**config.mk**
```make
export PLATFORM = sky130hd
export DESIGN_NAME = z80_bus_iface
export DESIGN_NICKNAME = d
export VERILOG_FILES = /design/src/rtl/z80_bus_iface.sv
export SDC_FILE = /design/constraint.sdc
export NUM_CORES = 1
export LEC_CHECK = 0
export ABC_AREA = 0
export ABC_CLOCK_PERIOD_IN_PS = 3850
export CORE_AREA = 4 4 77 79
export DETAILED_ROUTE_END_ITERATION = 7
export DIE_AREA = 0 0 81 83
export SYNTH_ARGS = -nofsm -noshare
export SYNTH_HDL_FRONTEND = slang
export SYNTH_SLANG_ARGS = --single-unit
```
**constraint.sdc**
```tcl
create_clock -name CLK -period 3.85 [get_ports CLK]
set_clock_uncertainty 0.1 [all_clocks]
set_input_delay 0.77 -clock CLK [delete_from_list [all_inputs] [get_ports CLK]]
set_output_delay 0.77 -clock CLK [all_outputs]
set_load 0.01 [all_outputs]
```
**src/rtl/z80_bus_iface.sv**
```systemverilog
// z80_bus_iface: registered boundary between the Z80 core and the pad ring.
//   - Core-to-pad address, data and strobes are registered (1-cycle latency),
//     and the active-high core strobes become active-low pad strobes.
//   - INT/NMI/WAIT pads pass through SYNC_STAGES-deep synchronisers.
//   - NMI falling edges are filtered (NMI_FILTER low samples) and latched
//     in CORE_NMI_PEND until the core acknowledges them.
//   - DOE_PAD is gated so that at least TURNAROUND idle cycles separate
//     consecutive data-bus drive windows.
//   - Read data is captured from DI_PAD only while the block is not driving.
// Ports:
//   CLK, RESET (async, active-low)
//   pad side : DI_PAD, INT_PAD, NMI_PAD, WAIT_PAD in; DO_PAD, DOE_PAD,
//              ADDR_PAD, WR/MREQ/IORQ/M1/HALT_PAD out
//   core side: CORE_DO, CORE_ADDR, CORE_WR/MREQ/IORQ/M1/HALT, CORE_NMI_ACK in;
//              CORE_DI, CORE_INT, CORE_WAIT, CORE_NMI_PEND out
module z80_bus_iface #(
  parameter int DW          = 8,
  parameter int AW          = 16,
  parameter int SYNC_STAGES = 2,
  parameter int NMI_FILTER  = 2,
  parameter int TURNAROUND  = 1
) (
  input  logic          CLK,
  input  logic          RESET,
  input  logic [DW-1:0] DI_PAD,
  input  logic          INT_PAD,
  input  logic          NMI_PAD,
  input  logic          WAIT_PAD,
  output logic [DW-1:0] DO_PAD,
  output logic          DOE_PAD,
  output logic [AW-1:0] ADDR_PAD,
  output logic          WR_PAD,
  output logic          MREQ_PAD,
  output logic          IORQ_PAD,
  output logic          M1_PAD,
  output logic          HALT_PAD,
  input  logic [DW-1:0] CORE_DO,
  input  logic [AW-1:0] CORE_ADDR,
  input  logic          CORE_WR,
  input  logic          CORE_MREQ,
  input  logic          CORE_IORQ,
  input  logic          CORE_M1,
  input  logic          CORE_HALT,
  input  logic          CORE_NMI_ACK,
  output logic [DW-1:0] CORE_DI,
  output logic          CORE_INT,
  output logic          CORE_WAIT,
  output logic          CORE_NMI_PEND
);

  localparam int CMAX = (NMI_FILTER > TURNAROUND) ? NMI_FILTER : TURNAROUND;
  localparam int CW   = $clog2(CMAX + 1);
  localparam logic [CW-1:0] FILT_C = CW'(NMI_FILTER);
  localparam logic [CW-1:0] TA_C   = CW'(TURNAROUND);

  // strobe vector order: {HALT, M1, IORQ, MREQ, WR}
  logic [AW-1:0]          addr_q, addr_d;
  logic [DW-1:0]          do_q, do_d;
  logic [4:0]             strb_q, strb_d;
  logic                   doe_q, doe_d;
  logic [CW-1:0]          ta_q, ta_d;
  logic [DW-1:0]          di_q, di_d;
  logic [SYNC_STAGES-1:0] int_sync_q, int_sync_d;
  logic [SYNC_STAGES-1:0] wait_sync_q, wait_sync_d;
  logic [SYNC_STAGES-1:0] nmi_sync_q, nmi_sync_d;
  logic [CW-1:0]          nmi_cnt_q, nmi_cnt_d;
  logic                   armed_q, armed_d;
  logic                   pend_q, pend_d;
  logic                   nmi_s, accept;

  assign nmi_s  = nmi_sync_q[SYNC_STAGES-1];
  assign accept = (nmi_cnt_q == FILT_C) && armed_q;

  always_comb begin
    addr_d      = CORE_ADDR;
    do_d        = CORE_DO;
    strb_d      = ~{CORE_HALT, CORE_M1, CORE_IORQ, CORE_MREQ, CORE_WR};
    int_sync_d  = {int_sync_q[SYNC_STAGES-2:0], INT_PAD};
    wait_sync_d = {wait_sync_q[SYNC_STAGES-2:0], WAIT_PAD};
    nmi_sync_d  = {nmi_sync_q[SYNC_STAGES-2:0], NMI_PAD};

    // Never capture our own drive: hold read data while DOE is up.
    di_d = doe_q ? di_q : DI_PAD;

    // Gap counter restarts on every drive cycle and saturates once satisfied.
    if (doe_q)              ta_d = '0;
    else if (ta_q >= TA_C)  ta_d = ta_q;
    else                    ta_d = ta_q + CW'(1);
    doe_d = CORE_WR & (doe_q | (ta_q >= TA_C));

    if (nmi_s)                    nmi_cnt_d = '0;
    else if (nmi_cnt_q == FILT_C) nmi_cnt_d = nmi_cnt_q;
    else                          nmi_cnt_d = nmi_cnt_q + CW'(1);

    // One request per low period: disarm on accept, re-arm once the pin is high.
    if (accept)     armed_d = 1'b0;
    else if (nmi_s) armed_d = 1'b1;
    else            armed_d = armed_q;

    // A fresh accept outranks a simultaneous ack.
    pend_d = accept | (pend_q & ~CORE_NMI_ACK);
  end

  always_ff @(posedge CLK or negedge RESET) begin
    if (!RESET) begin
      addr_q      <= '0;
      do_q        <= '0;
      strb_q      <= '1;
      doe_q       <= 1'b0;
      ta_q        <= TA_C;
      di_q        <= '0;
      int_sync_q  <= '1;
      wait_sync_q <= '1;
      nmi_sync_q  <= '1;
      nmi_cnt_q   <= '0;
      armed_q     <= 1'b1;
      pend_q      <= 1'b0;
    end else begin
      addr_q      <= addr_d;
      do_q        <= do_d;
      strb_q      <= strb_d;
      doe_q       <= doe_d;
      ta_q        <= ta_d;
      di_q        <= di_d;
      int_sync_q  <= int_sync_d;
      wait_sync_q <= wait_sync_d;
      nmi_sync_q  <= nmi_sync_d;
      nmi_cnt_q   <= nmi_cnt_d;
      armed_q     <= armed_d;
      pend_q      <= pend_d;
    end
  end

  assign ADDR_PAD      = addr_q;
  assign DO_PAD        = do_q;
  assign DOE_PAD       = doe_q;
  assign WR_PAD        = strb_q[0];
  assign MREQ_PAD      = strb_q[1];
  assign IORQ_PAD      = strb_q[2];
  assign M1_PAD        = strb_q[3];
  assign HALT_PAD      = strb_q[4];
  assign CORE_DI       = di_q;
  assign CORE_INT      = ~int_sync_q[SYNC_STAGES-1];
  assign CORE_WAIT     = ~wait_sync_q[SYNC_STAGES-1];
  assign CORE_NMI_PEND = pend_q;

endmodule

```
==> summary.txt, run 1 <==
Worst hold start - wait_sync_q[0]$_DFF_PN1_
Logic family by area - multiplexers
Drt wl/cell - 13.1 µm
Netlist cell types - 15
Sequence of cells on the critical path - clkdlybuf4s50_1
Max Cap Viol - 0
Status - finished clean
Final Slew Violations - 0
Clk tree area frac - 4.30%
Switching power - 0.000321 W
Hold EP - wait_sync_q[1]$_DFF_PN1_
GR Util met1 - 12.0%
Pre-antenna DRT Iters - 3
Top cells by count, synth - 37 x dfrtp_1, 13 x dfstp_2, 13 x inv_1, 7 x mux2_4, 3 x nor2_1
Synth top area cells - dfrtp_1 60%, dfstp_2 22%, mux2_4 6.8%
Worst setup startpoint - DOE_PAD$_DFF_PN0_
Synth Register Bits - 50
Fin cells - 249
Buffering overhead - 32.2%
Async SR Flop Fraction - 100%
Clk pwr share - 27.0%
Max FFs per register - 16
Synth top cell by count - dfrtp_1
Post-CTS Hold Buffers - 0
Max-slew headroom - 28.3%
Hold Path Stages - 0
CTS Buffer Depth - 2
Final min period - 2520 ps
Wire length on met2 - 1650 µm
Metal3 WL - 401 µm
Data required, critical path - 2980 ps
Vias in the first global route - 1134
Mapped Area - 0.00155 mm²
Final hold vios - 0
CP max FO - 12
Area leader share - 59.9%
Post-CTS Setup Bufs - 0
Adder share - 1.62%
Dpl cells - 241
Grt ovf - 0
Post-synthesis average cell area - 17.8 µm²
CTS buffer count - 5
Gate power share - 22.9%
Gate Area - 219 µm²
Via density - 3.79
CTS Sinks - 50
Worst VDD drop - 0.000268 V
Utilization after layout - 48.0%
Seq. pwr - 0.000661 W
Setup violators final - 0
Power share of the sequential group - 50.1%
Chip height - 83 µm
Gr usage total - 10.7%
WS Path Type - flop to output pin
Synthesis Warnings - 0
Fraction of area in multi-input gates - 8.55%
Clock H-tree levels - 2
Clock buffers - 6
Post-Synth AOI/OAI Area - 0.971%
Gpl congestion - 0.700
Drt drc - 0
Worst slew pin tran - 1080 ps
Fillers - 494
CP endpoint kind - output pin
Clk_lat worst skew - 290 ps
CTS tree - done
Setup WS pre-CTS - 1660 ps
Final WS setup - 1330 ps
Core ar. - 0.00534 mm²
Register area - 0.00127 mm²
Seq/total area - 49.5%
Switch share - 24.3%
ANT nets after route - 0
Hold WC Path Type - flop to flop
Clock Power - 0.000357 W
Flip-flops with a built-in enable - 0
Synth Seq Share - 82.0%
Setup crit end - DOE_PAD
Non-Clock Inverter Count - 13
Tcrit/Tclk final - 65.4%
Post-synth top area cell - dfrtp_1
Ys flop type - dfrtp_1
Top sig layer - met4
Site Rows - 27
Total power - 0.00132 W
Worst R2R Start - DOE_PAD$_DFF_PN0_
DP HPWL - 2510 µm
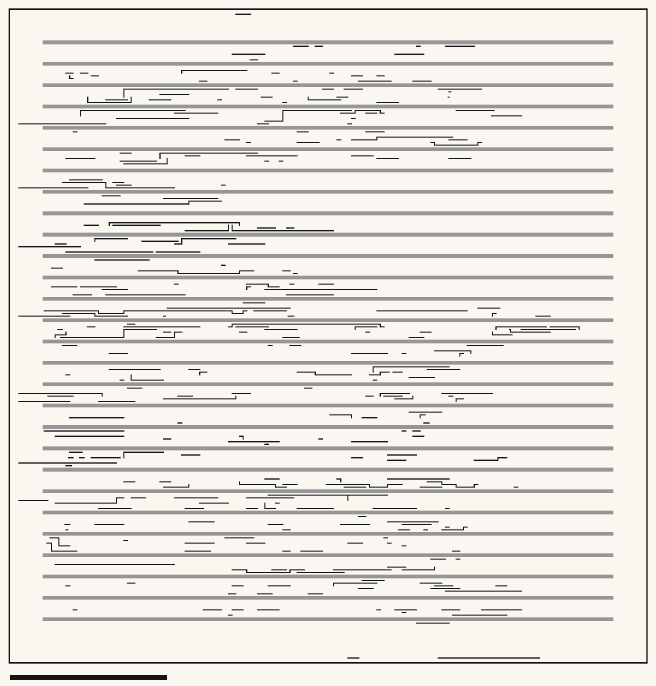
*The metal 1 layer, run 1*
Scale bar: 20 µm. Supply wires on this layer in grey.
longest straight run: 18.9 µm
nets with wire on the layer: 185
main direction: horizontal

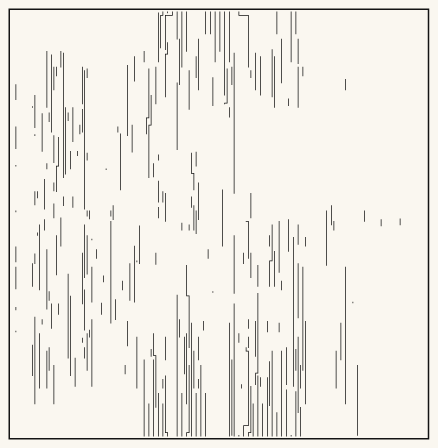
*Metal 2, run 1*
share of all routed wire: 50%
longest straight run: 28.9 µm
main direction: vertical

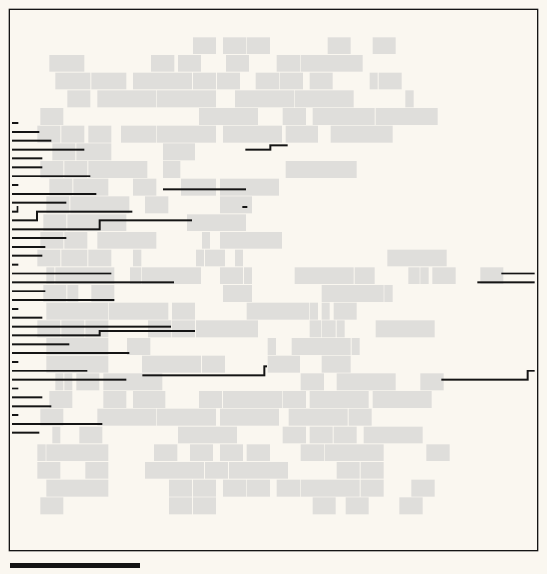
*Metal 3, run 1*
Scale bar: 20 µm.
nets with wire on the layer: 40
wire length on this layer: 401 µm
main direction: horizontal
met3 GRT Util: 6.51%
via count: 944
routed wire length: 3270 µm

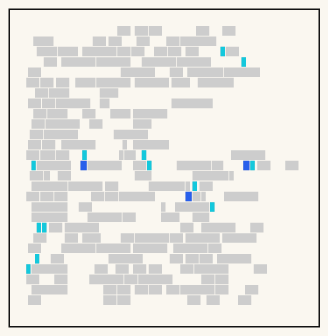
*Selected gate families, run 1*
| family | colour | cells | most used |
|---|---|---|---|
| inverting AOI/OAI gates | blue | 3 | a21oi_1 |
| inverters | cyan | 13 | inv_1 |

==> run 2: changes to the inputs <==
ABC_CLOCK_PERIOD_IN_PS = 2400   (was 3850)
clock period = 2.4 ns   (was 3.85 ns; I/O delays follow)
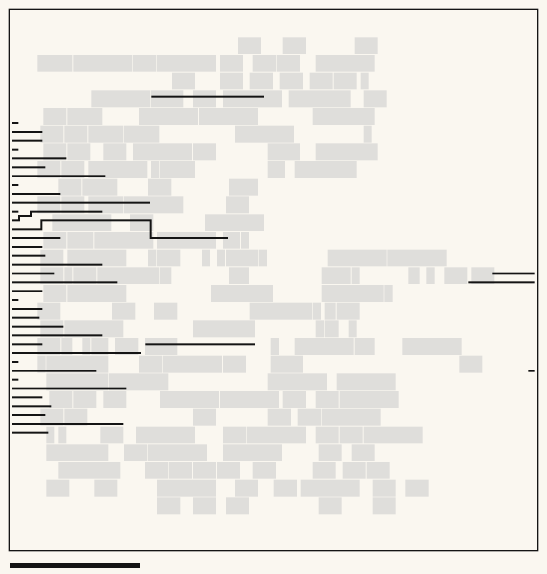
*Metal 3, run 2*
Scale bar: 20 µm.
share of all routed wire: 11%
main direction: horizontal
nets with wire on the layer: 40
wire length on this layer: 347 µm

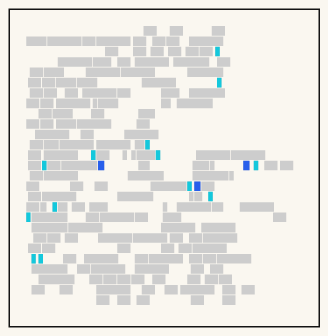
*Selected gate families, run 2*
| family | colour | cells | most used |
|---|---|---|---|
| inverters | cyan | 13 | inv_1 |
| inverting AOI/OAI gates | blue | 3 | a21oi_1 |

==> run 2 against run 1 <==
Final cell count is 0.80% higher; flip-flop count stayed put; combinational power is 72% higher; non-clock buffer count is 2 higher; wire length is 2.4% lower; critical path depth stayed put; area after synthesis stayed put; largest power group unchanged.
==> summary.txt, run 2 <==
Synth top area cells - dfrtp_1 60%, dfstp_2 22%, mux2_4 6.8%
ANT nets after route - 0 (unchanged)
Worst setup startpoint - strb_q[0]$_DFF_PN1_
Core ar. - 0.00534 mm² (unchanged)
Drt drc - 0 (unchanged)
Tcrit/Tclk final - 80.3%
Switching power - 0.000509 W (+58%)
Logic family by area - multiplexers
CTS buffer count - 5 (unchanged)
DP HPWL - 2420 µm (-3.2%)
Max FFs per register - 16 (unchanged)
CP max FO - 1 (-11)
Switch share - 25.3% (+0.92 points)
Gr usage total - 10.3% (-0.40 points)
Fin cells - 251 (+0.80%)
Ys flop type - dfrtp_1
Gpl congestion - 0.707 (+1.1%)
Clk_lat worst skew - 290 ps (about the same)
Synthesis Warnings - 0 (unchanged)
Flip-flops with a built-in enable - 0 (unchanged)
Buffering overhead - 33.0% (+0.73 points)
Sequence of cells on the critical path - clkdlybuf4s50_1
Top sig layer - met3
Routed wire length - 3190 µm (-2.4%)
CP endpoint kind - output pin
Clock H-tree levels - 2 (unchanged)
Fillers - 510 (+3.2%)
Post-Synth AOI/OAI Area - 0.971% (unchanged)
Gate Area - 219 µm² (unchanged)
Top cells by count, synth - 37 x dfrtp_1, 13 x dfstp_2, 13 x inv_1, 7 x mux2_4, 3 x nor2_1
Synth top cell by count - dfrtp_1
CTS Buffer Depth - 2 (unchanged)
Synth Register Bits - 50 (unchanged)
Clock buffers - 7 (+1)
Max Cap Viol - 0 (unchanged)
Setup violators final - 0 (unchanged)
Status - finished clean
Drt wl/cell - 12.7 µm (-3.1%)
Total power - 0.00202 W (+53%)
Gate power share - 25.8% (+2.9 points)
Power and IR drop assume default switching activity.
